### config.mk
export PLATFORM = sky130hd
export DESIGN_NAME = elbeth_memory_bridge_pipe
export DESIGN_NICKNAME = d
export VERILOG_FILES = /design/src/rtl/elbeth_memory_bridge_pipe.sv
export SDC_FILE = /design/constraint.sdc
export NUM_CORES = 1
export LEC_CHECK = 0
export CORE_MARGIN = 3
export CORE_UTILIZATION = 45
export CTS_CLUSTER_SIZE = 8
export DETAILED_ROUTE_END_ITERATION = 10
export PLACE_DENSITY = 0.83
export SLEW_MARGIN = 20
export SYNTH_ARGS = -nofsm -noshare
export SYNTH_HDL_FRONTEND = slang
export SYNTH_SLANG_ARGS = --single-unit
### constraint.sdc
create_clock -name clk -period 5.1 [get_ports clk]
set_input_delay 1.02 -clock clk [delete_from_list [all_inputs] [get_ports clk]]
set_output_delay 1.02 -clock clk [all_outputs]
set_load 0.005 [all_outputs]
### src/rtl/elbeth_memory_bridge_pipe.sv
// Registered bridge between the Elbeth core's fetch/data ports and memory ports A (fetch) and B (load/store).
// Each port runs an IDLE -> BUSY -> DONE request tracker. Alignment and range faults are resolved in IDLE
// without touching memory. A hung memory is converted into an access fault after TIMEOUT wait cycles.
// Ports:
//   clk, rst_n                         clock, async active-low reset
//   imem_*                             core fetch request/response (ready is a one-cycle strobe)
//   dmem_*                             core load/store request/response (ready is a one-cycle strobe)
//   amem_*                             fetch memory port (read only)
//   bmem_*                             load/store memory port with byte write enables
module elbeth_memory_bridge_pipe #(
  parameter int unsigned ADDR_W  = 14,
  parameter int unsigned TIMEOUT = 15,
  parameter int unsigned CNT_W   = 8
) (
  input  logic              clk,
  input  logic              rst_n,
  input  logic              imem_en,
  input  logic [31:0]       imem_addr,
  output logic [31:0]       imem_in_data,
  output logic              imem_ready,
  output logic              imem_except,
  output logic [3:0]        imem_except_src,
  input  logic              dmem_en,
  input  logic              dmem_rw,
  input  logic [3:0]        dmem_data_inf,
  input  logic [31:0]       dmem_addr,
  input  logic [31:0]       dmem_out_data,
  output logic [31:0]       dmem_in_data,
  output logic              dmem_ready,
  output logic              dmem_except,
  output logic [3:0]        dmem_except_src,
  output logic              amem_en,
  output logic [ADDR_W-1:0] amem_addr,
  input  logic [31:0]       amem_in_data,
  input  logic              amem_ready,
  input  logic              amem_error,
  output logic              bmem_en,
  output logic [ADDR_W-1:0] bmem_addr,
  output logic [3:0]        bmem_rw,
  output logic [31:0]       bmem_out_data,
  input  logic [31:0]       bmem_in_data,
  input  logic              bmem_ready,
  input  logic              bmem_error
);

  localparam int unsigned HI_LSB = ADDR_W + 2;
  localparam logic [CNT_W-1:0] CNT_LAST = CNT_W'(TIMEOUT - 1);

  localparam logic [3:0] ECODE_INST_ADDR_MISALIGNED      = 4'd0;
  localparam logic [3:0] ECODE_INST_ADDR_FAULT           = 4'd1;
  localparam logic [3:0] ECODE_LOAD_ADDR_MISALIGNED      = 4'd4;
  localparam logic [3:0] ECODE_LOAD_ACCESS_FAULT         = 4'd5;
  localparam logic [3:0] ECODE_STORE_AMO_ADDR_MISALIGNED = 4'd6;
  localparam logic [3:0] ECODE_STORE_AMO_ACCESS_FAULT    = 4'd7;

  typedef enum logic [1:0] {S_IDLE, S_BUSY, S_DONE} state_e;

  // Any address bit above the implemented memory selects nothing.
  function automatic logic out_of_range(input logic [31:0] addr);
    return (addr >> HI_LSB) != 32'd0;
  endfunction

  // dmem_data_inf = {signed, word, half, byte}
  function automatic logic d_misaligned(input logic [3:0] inf, input logic [1:0] lo);
    return (inf[2] & (lo != 2'b00)) | (inf[1] & lo[0]);
  endfunction

  function automatic logic [3:0] store_we(input logic [3:0] inf, input logic [1:0] lo);
    if (inf[0])      return 4'b0001 << lo;
    else if (inf[1]) return lo[1] ? 4'b1100 : 4'b0011;
    else             return 4'b1111;
  endfunction

  // Replicate the store value across all lanes; the enables pick the active ones.
  function automatic logic [31:0] store_lanes(input logic [3:0] inf, input logic [31:0] d);
    if (inf[0])      return {4{d[7:0]}};
    else if (inf[1]) return {2{d[15:0]}};
    else             return d;
  endfunction

  // Shift the addressed lane down and extend per size/sign.
  function automatic logic [31:0] load_extract(input logic [31:0] w, input logic [1:0] lo,
                                               input logic [3:0] inf);
    logic [31:0] sh;
    sh = w >> {lo, 3'b000};
    if (inf[0])      return {{24{inf[3] & sh[7]}}, sh[7:0]};
    else if (inf[1]) return {{16{inf[3] & sh[15]}}, sh[15:0]};
    else             return w;
  endfunction

  // ---------------- Port A: fetch ----------------
  state_e             a_state_q, a_state_d;
  logic [CNT_W-1:0]   a_cnt_q, a_cnt_d;
  logic               a_en_q, a_en_d;
  logic [ADDR_W-1:0]  a_addr_q, a_addr_d;
  logic [31:0]        i_data_q, i_data_d;
  logic               i_ready_q, i_ready_d;
  logic               i_exc_q, i_exc_d;
  logic [3:0]         i_src_q, i_src_d;

  // Fetch request tracker: next state and registered outputs.
  always_comb begin
    a_state_d = a_state_q;
    a_cnt_d   = '0;
    a_en_d    = 1'b0;
    a_addr_d  = a_addr_q;
    i_data_d  = '0;
    i_ready_d = 1'b0;
    i_exc_d   = 1'b0;
    i_src_d   = '0;
    unique case (a_state_q)
      S_IDLE: begin
        if (imem_en) begin
          if (imem_addr[1:0] != 2'b00) begin
            a_state_d = S_DONE;
            i_ready_d = 1'b1;
            i_exc_d   = 1'b1;
            i_src_d   = ECODE_INST_ADDR_MISALIGNED;
          end else if (out_of_range(imem_addr)) begin
            a_state_d = S_DONE;
            i_ready_d = 1'b1;
            i_exc_d   = 1'b1;
            i_src_d   = ECODE_INST_ADDR_FAULT;
          end else begin
            a_state_d = S_BUSY;
            a_en_d    = 1'b1;
            a_addr_d  = imem_addr[HI_LSB-1:2];
          end
        end
      end
      S_BUSY: begin
        if (amem_error || amem_ready || (a_cnt_q == CNT_LAST)) begin
          a_state_d = S_DONE;
          i_ready_d = 1'b1;
          if (!amem_error && amem_ready) begin
            i_data_d = amem_in_data;
          end else begin
            i_exc_d = 1'b1;
            i_src_d = ECODE_INST_ADDR_FAULT;
          end
        end else begin
          a_en_d  = 1'b1;
          a_cnt_d = a_cnt_q + CNT_W'(1);
        end
      end
      S_DONE:  a_state_d = S_IDLE;
      default: a_state_d = S_IDLE;
    endcase
  end

  always_ff @(posedge clk or negedge rst_n) begin
    if (!rst_n) begin
      a_state_q <= S_IDLE;
      a_cnt_q   <= '0;
      a_en_q    <= 1'b0;
      a_addr_q  <= '0;
      i_data_q  <= '0;
      i_ready_q <= 1'b0;
      i_exc_q   <= 1'b0;
      i_src_q   <= '0;
    end else begin
      a_state_q <= a_state_d;
      a_cnt_q   <= a_cnt_d;
      a_en_q    <= a_en_d;
      a_addr_q  <= a_addr_d;
      i_data_q  <= i_data_d;
      i_ready_q <= i_ready_d;
      i_exc_q   <= i_exc_d;
      i_src_q   <= i_src_d;
    end
  end

  // ---------------- Port B: load/store ----------------
  state_e             b_state_q, b_state_d;
  logic [CNT_W-1:0]   b_cnt_q, b_cnt_d;
  logic               b_en_q, b_en_d;
  logic [ADDR_W-1:0]  b_addr_q, b_addr_d;
  logic [3:0]         b_we_q, b_we_d;
  logic [31:0]        b_wdata_q, b_wdata_d;
  logic               b_st_q, b_st_d;
  logic [3:0]         b_inf_q, b_inf_d;
  logic [1:0]         b_lo_q, b_lo_d;
  logic [31:0]        d_data_q, d_data_d;
  logic               d_ready_q, d_ready_d;
  logic               d_exc_q, d_exc_d;
  logic [3:0]         d_src_q, d_src_d;

  // Load/store request tracker: next state and registered outputs.
  always_comb begin
    b_state_d = b_state_q;
    b_cnt_d   = '0;
    b_en_d    = 1'b0;
    b_addr_d  = b_addr_q;
    b_we_d    = '0;
    b_wdata_d = '0;
    b_st_d    = b_st_q;
    b_inf_d   = b_inf_q;
    b_lo_d    = b_lo_q;
    d_data_d  = '0;
    d_ready_d = 1'b0;
    d_exc_d   = 1'b0;
    d_src_d   = '0;
    unique case (b_state_q)
      S_IDLE: begin
        if (dmem_en) begin
          b_st_d  = dmem_rw;
          b_inf_d = dmem_data_inf;
          b_lo_d  = dmem_addr[1:0];
          if (d_misaligned(dmem_data_inf, dmem_addr[1:0])) begin
            b_state_d = S_DONE;
            d_ready_d = 1'b1;
            d_exc_d   = 1'b1;
            d_src_d   = dmem_rw ? ECODE_STORE_AMO_ADDR_MISALIGNED : ECODE_LOAD_ADDR_MISALIGNED;
          end else if (out_of_range(dmem_addr)) begin
            b_state_d = S_DONE;
            d_ready_d = 1'b1;
            d_exc_d   = 1'b1;
            d_src_d   = dmem_rw ? ECODE_STORE_AMO_ACCESS_FAULT : ECODE_LOAD_ACCESS_FAULT;
          end else begin
            b_state_d = S_BUSY;
            b_en_d    = 1'b1;
            b_addr_d  = dmem_addr[HI_LSB-1:2];
            if (dmem_rw) begin
              b_we_d    = store_we(dmem_data_inf, dmem_addr[1:0]);
              b_wdata_d = store_lanes(dmem_data_inf, dmem_out_data);
            end
          end
        end
      end
      S_BUSY: begin
        if (bmem_error || bmem_ready || (b_cnt_q == CNT_LAST)) begin
          b_state_d = S_DONE;
          d_ready_d = 1'b1;
          if (!bmem_error && bmem_ready) begin
            d_data_d = b_st_q ? 32'd0 : load_extract(bmem_in_data, b_lo_q, b_inf_q);
          end else begin
            d_exc_d = 1'b1;
            d_src_d = b_st_q ? ECODE_STORE_AMO_ACCESS_FAULT : ECODE_LOAD_ACCESS_FAULT;
          end
        end else begin
          b_en_d    = 1'b1;
          b_we_d    = b_we_q;
          b_wdata_d = b_wdata_q;
          b_cnt_d   = b_cnt_q + CNT_W'(1);
        end
      end
      S_DONE:  b_state_d = S_IDLE;
      default: b_state_d = S_IDLE;
    endcase
  end

  always_ff @(posedge clk or negedge rst_n) begin
    if (!rst_n) begin
      b_state_q <= S_IDLE;
      b_cnt_q   <= '0;
      b_en_q    <= 1'b0;
      b_addr_q  <= '0;
      b_we_q    <= '0;
      b_wdata_q <= '0;
      b_st_q    <= 1'b0;
      b_inf_q   <= '0;
      b_lo_q    <= '0;
      d_data_q  <= '0;
      d_ready_q <= 1'b0;
      d_exc_q   <= 1'b0;
      d_src_q   <= '0;
    end else begin
      b_state_q <= b_state_d;
      b_cnt_q   <= b_cnt_d;
      b_en_q    <= b_en_d;
      b_addr_q  <= b_addr_d;
      b_we_q    <= b_we_d;
      b_wdata_q <= b_wdata_d;
      b_st_q    <= b_st_d;
      b_inf_q   <= b_inf_d;
      b_lo_q    <= b_lo_d;
      d_data_q  <= d_data_d;
      d_ready_q <= d_ready_d;
      d_exc_q   <= d_exc_d;
      d_src_q   <= d_src_d;
    end
  end

  assign imem_in_data    = i_data_q;
  assign imem_ready      = i_ready_q;
  assign imem_except     = i_exc_q;
  assign imem_except_src = i_src_q;
  assign amem_en         = a_en_q;
  assign amem_addr       = a_addr_q;

  assign dmem_in_data    = d_data_q;
  assign dmem_ready      = d_ready_q;
  assign dmem_except     = d_exc_q;
  assign dmem_except_src = d_src_q;
  assign bmem_en         = b_en_q;
  assign bmem_addr       = b_addr_q;
  assign bmem_rw         = b_we_q;
  assign bmem_out_data   = b_wdata_q;

endmodule

==> qor.txt, run 1 <==
Detailed Routing Iterations Pass 1: 5
CP Cell Sequence: clkdlybuf4s50_1 > nor4_1 > nand4_1 > nor3_4 > mux2_2
Core Rows: 44
global route total overflow: 0
simple-gate area share of the yosys netlist: 12.6%
synth warn: 0
Crit. path cell count: 5
Final Worst Setup Slack: 1870 ps
DRC: 0
period utilization: 63.3%
post-synthesis adder-cell area fraction: 0.723%
Hold Path Depth: 1
Routed Antenna Nets: 0
clk slew on worst S/H paths: 60 ps
root buffer cell: clkbuf_16
crit path DAT: 3530 ps
status: finished, final reports clean
Synth-to-Final Area Change: 55.1%
yosys stat area: 6930 sq um
# nets final: 1048
Synth Area per Inst: 12.2 sq um
Slowest cell on crit path: nor3_4
combinational power share: 11.1%
final slew viol count: 0
Comb gates: 364
RSZ-0062 raised after global routing: no
Post-CTS Hold Buffers: 0
Insertion Delay late pin: 420 ps
Flop+latch power: 1.34 mW
multiplexer area fraction after synthesis: 10.1%
Sequential Area: 4100 sq um
non-filler cells, final: 1069
Top power group: sequential cells
RR Startpoint: b_lo_q[1]$_DFFE_PN0P_
Total Power: 2.91 mW
Clk pwr share: 42.9%
clkbuf count: 23
FF-to-FF setup slack: 2760 ps
die footprint: 16900 sq um
setup TNS: 0 ps
Switch Pwr: 654 uW
Worst Hold End: bmem_addr[11]$_DFFE_PN0P_
final hold viol count: 0
Peak supply drop: 243 uV
NonClk Buf Share: 29.4%
postcts setup bufs: 0
RD Place Congestion: 0.890
CP endpoint: bmem_addr[4]$_DFFE_PN0P_
critical path's top delay family: simple AND/OR/NAND/NOR gates
Seq cells post-synth: 164
Cell Type Count: 51
Num CTS Buffers: 17
IO Pins: 315
FMAX: 310 MHz
nonclk inv count: 7
Setup crit start: dmem_addr[25]
most frequent cell after synthesis: dfrtp_1
crit path launch type: input port
clk buf depth: 2
skew final: 9.05 ps
routed vias/inst: 5.47
Clock Sinks: 164
yosys xor share: 1.52%
top cell category: registers
Synth area leader: dfrtp_1
WS Path Type: input port to flop
detailed placement HPWL: 16500 um
CTS tree: yes
internal power: 2.25 mW
Leak: 4.88 nW
Flops: 164
number of buffers and inverters on the critical path: 1
# diodes: 2
Core Box Area: 14800 sq um
multi-input logic portion of the cell area: 24.6%
Cells after Synth: 567
top cells by count: dfrtp_1, nor2_1, nand2_1
hold path start: bmem_addr[11]$_DFFE_PN0P_
multi-input logic area: 2640 sq um
placed instance area: 10200 sq um
==> run 1: registers in the layout (all words and copies together) (netlist names) <==
signal,count
a_cnt_q,8
a_state_q,2
amem_addr,14
amem_en,1
b_cnt_q,8
b_inf_q,3
b_lo_q,2
b_st_q,1
b_state_q,2
bmem_addr,14
bmem_en,1
bmem_out_data,32
bmem_rw,4
dmem_except,1
dmem_except_src,3
dmem_in_data,32
dmem_ready,1
imem_except,1
imem_except_src,1
imem_in_data,32
imem_ready,1
==> run 1: metal layers <==
metal  part of all wire (%)  up-vias  track usage (%)
met2                     51      319             43.8
li1                       -     2629                -
met5                      0        -                0
met4                    4.7        0             13.3
met3                    7.6       57             7.33
met1                     36     2839             29.3
Figure 1. Cells by drive strength (run 1).
(4 px per um)
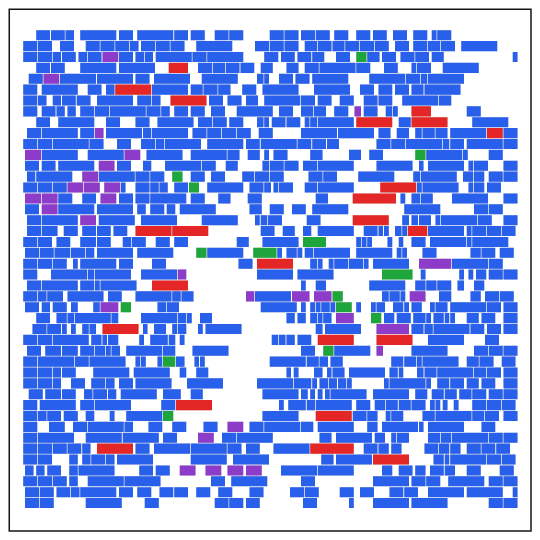
Blue is x1 and smaller, cells 813. Purple is x2, cells 32. Green is x3 and x4, cells 15. Red is x6 and larger, cells 23.

Figure 2. Pin map (run 1).
(4 px per um) Pins as bars across the die edge, other pins in gray.
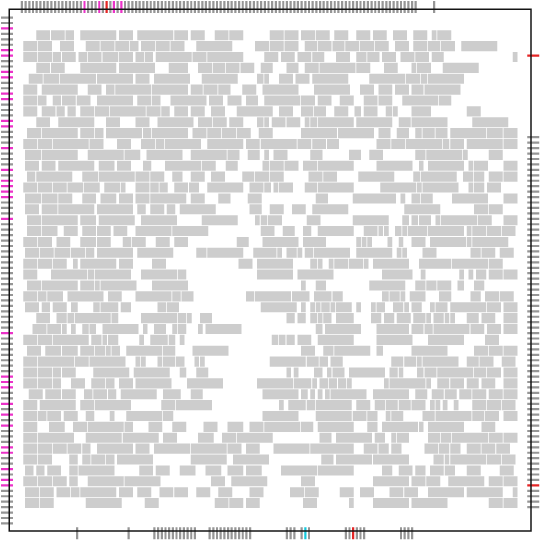
Red is `imem_except_src`, pins 4, direction output, edge 2 right, 1 top, 1 bottom. Magenta is `amem_in_data`, pins 32, direction input, edge 28 left, 4 top. Cyan is `dmem_except`, pins 1, direction output, edge bottom.
All pins by edge: 109 top, 94 left, 70 right, 42 bottom.
IO Port Bufs: 310
DIE HEIGHT: 130 um
Die W: 130 um

Figure 3. Metal layers overlaid (run 1).
(4 px per um) Two of the layers only.
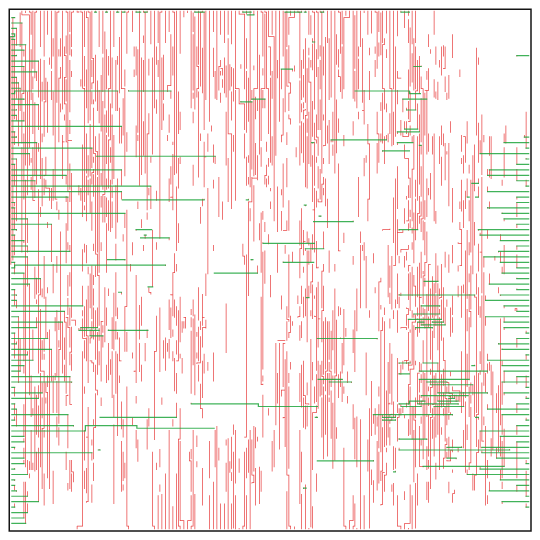
Green is M3, wire length 1680 um. Red is M2, wire length 11300 um.
Total Routing Usage GR: 25.6%
vias: 5844
drt wl/cell: 20.6 um
routed wire length: 22000 um

==> run 1 -> run 2 <==
- CORE_UTILIZATION: 45 -> 42
- PLACE_DENSITY: 0.83 -> 0.78
- clock period: 5.1 -> 3 ns (I/O delays scaled with it)
Figure 4. Port wiring (run 2).
(2 px per um)
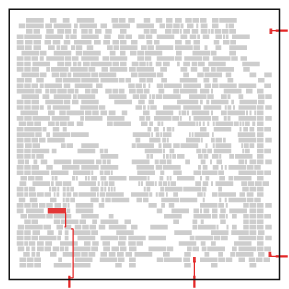
Red is `imem_except_src`, direction output, end cells 4, buffers 1, wire 51.3 um.

Figure 5. Placed standard cells (run 2).
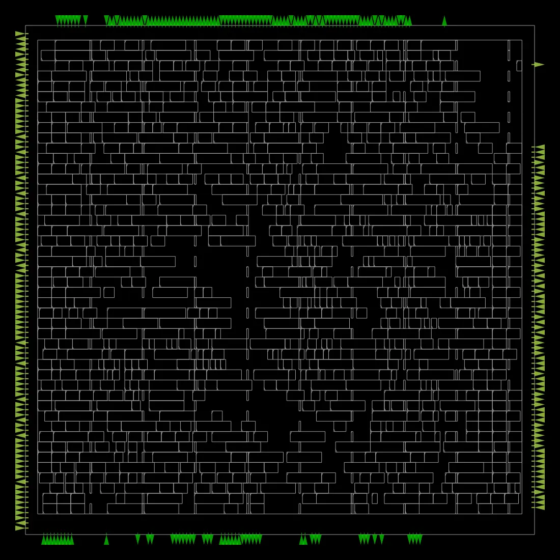
fraction of area in registers: 37.7%
Core Box Area: 16000 sq um
Fillers: 1196
Flops: 164
non-filler cells, final: 1111

Figure 6. Cells by drive strength (run 2).
(4 px per um)
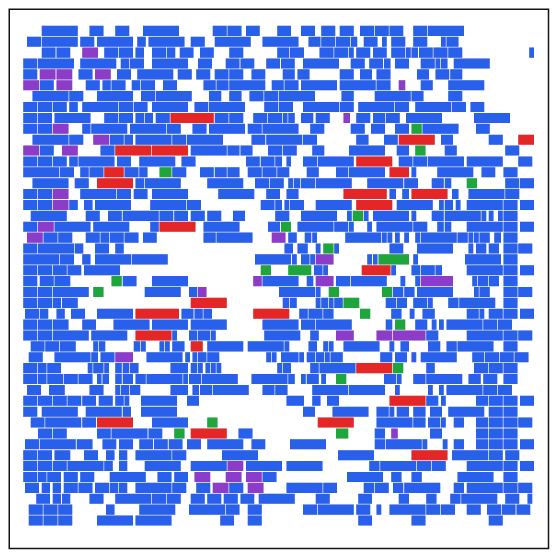
Green is x3 and x4, cells 22. Red is x6 and larger, cells 25. Purple is x2, cells 33. Blue is x1 and smaller, cells 812.
Synth-to-Final Area Change: 57.1%
Final Worst Setup Slack: 488 ps
Buffers excl. clock: 325
final instance area: 10900 sq um

==> run 2 against run 1 <==
Compared with the run above: clock-buffer cell count decreased by 3; combinational power rose by 74%; core utilization shrank 4.5 points; worst hold slack got worse by 420 ps; critical path type unchanged.
==> qor.txt, run 2 <==
Setup-failing EPs final: 0
setup TNS: 0 ps (unchanged)
routed wire length: 21600 um (-1.9%)
drt wl/cell: 19.4 um (-5.6%)
Seq cells post-synth: 164 (unchanged)
Num CTS Buffers: 17 (unchanged)
yosys stat area: 6930 sq um (unchanged)
Total Power: 5.04 mW (+74%)
routed vias/inst: 5.17 (-5.4%)
vias: 5744 (-1.7%)
Total Routing Usage GR: 24.1% (-1.5 points)
synth warn: 0 (unchanged)
post-synthesis adder-cell area fraction: 0.723% (unchanged)
Post-CTS Hold Buffers: 0 (unchanged)
CP Cell Sequence: clkdlybuf4s50_1 > nor4_1 > nand4_1 > or3_1 > o2bb2ai_1
DR top layer: met5
Metal-1 WL: 8270 um (+3.3%)
skew final: 8.67 ps (-0.387 ps)
internal power: 3.90 mW (+73%)
global route total overflow: 0 (unchanged)
Top power group: sequential cells
RD Place Congestion: 0.882 (-0.99%)
FF-to-FF setup slack: 960 ps (-1800 ps)
status: finished, final reports clean
yosys xor share: 1.52% (unchanged)
# nets final: 1056 (+0.76%)
Peak supply drop: 399 uV (+64%)
met2 Use GR: 41.7% (-2.0 points)
top cells by count: dfrtp_1, nor2_1, nand2_1
CP endpoint: bmem_rw[3]$_DFFE_PN0P_
Cells after Synth: 567 (unchanged)
IO Pins: 315 (unchanged)
IO Port Bufs: 310 (unchanged)
Clock Sinks: 164 (unchanged)
Post-synth seq share: 59.2%
slowest stage delay, CP: 800 ps
most utilized layer in the global route result: met2
clk slew on worst S/H paths: 60 ps (about the same)
met3 Use GR: 6.71% (-0.61 points)
Insertion Delay late pin: 420 ps (about the same)
Core Rows: 46 (+4.5%)
combinational power share: 11.1% (about the same)
multiplexer area fraction after synthesis: 10.1% (unchanged)
Synth Area per Inst: 12.2 sq um (unchanged)
Routed Antenna Nets: 0 (unchanged)
Cell Type Count: 51 (unchanged)
FMAX: 398 MHz
period utilization: 83.7%
Setup crit start: dmem_addr[26]
Detailed Routing Iterations Pass 1: 7 (+2)
crit path DAT: 2840 ps (-690 ps)
DIE HEIGHT: 134 um (+3.3%)
root buffer cell: clkbuf_16
Crit. path cell count: 5 (unchanged)
WS Path Type: input port to flop
Post-synth EDFFs: 0
Synth area leader: dfrtp_1
postcts setup bufs: 0 (unchanged)
crit path launch type: input port
critical path's top delay family: simple AND/OR/NAND/NOR gates
met1 layer usage reported by global route: 29.0% (-0.37 points)
DRC: 0 (unchanged)
Flop+latch power: 2.26 mW (+69%)
most frequent cell after synthesis: dfrtp_1
final hold viol count: 0 (unchanged)
met3 WL: 1530 um (-9.0%)
detailed placement HPWL: 16600 um (+0.55%)
placed instance area: 10300 sq um (+1.1%)
number of buffers and inverters on the critical path: 1 (unchanged)
Switch Pwr: 1.14 mW (+75%)
CTS tree: yes
## run 2: cell types whose count changed in the layout (fill, tap and decap cells not counted), sizes merged
cell / before / now
buf: 8 / 16
bufinv: 2 / 3
clkbuf: 23 / 20
clkinv: 4 / 6
diode: 2 / 3
inv: 6 / 7
## run 2: worst reg2reg max path: cells and delay by family, from the launching register on
kind | cells | cell delay (ps)
AND-OR/OR-AND | 2 | 630
AND/OR/NAND/NOR | 1 | 50
buffers and inverters | 2 | 600
flip-flops | 1 | 640
## run 2: cell type report
class,instances,area [sq um]
clock inverter,12,154
clock buffer,20,457
timing repair buffer,325,3230
inverter,7,26.3
antenna,3,7.51
multi-input combinational,364,2630
tap,216,270
sequential,164,4100
fill,1196,5120
No activity file was given, so power comes from the tool's default toggle rates.
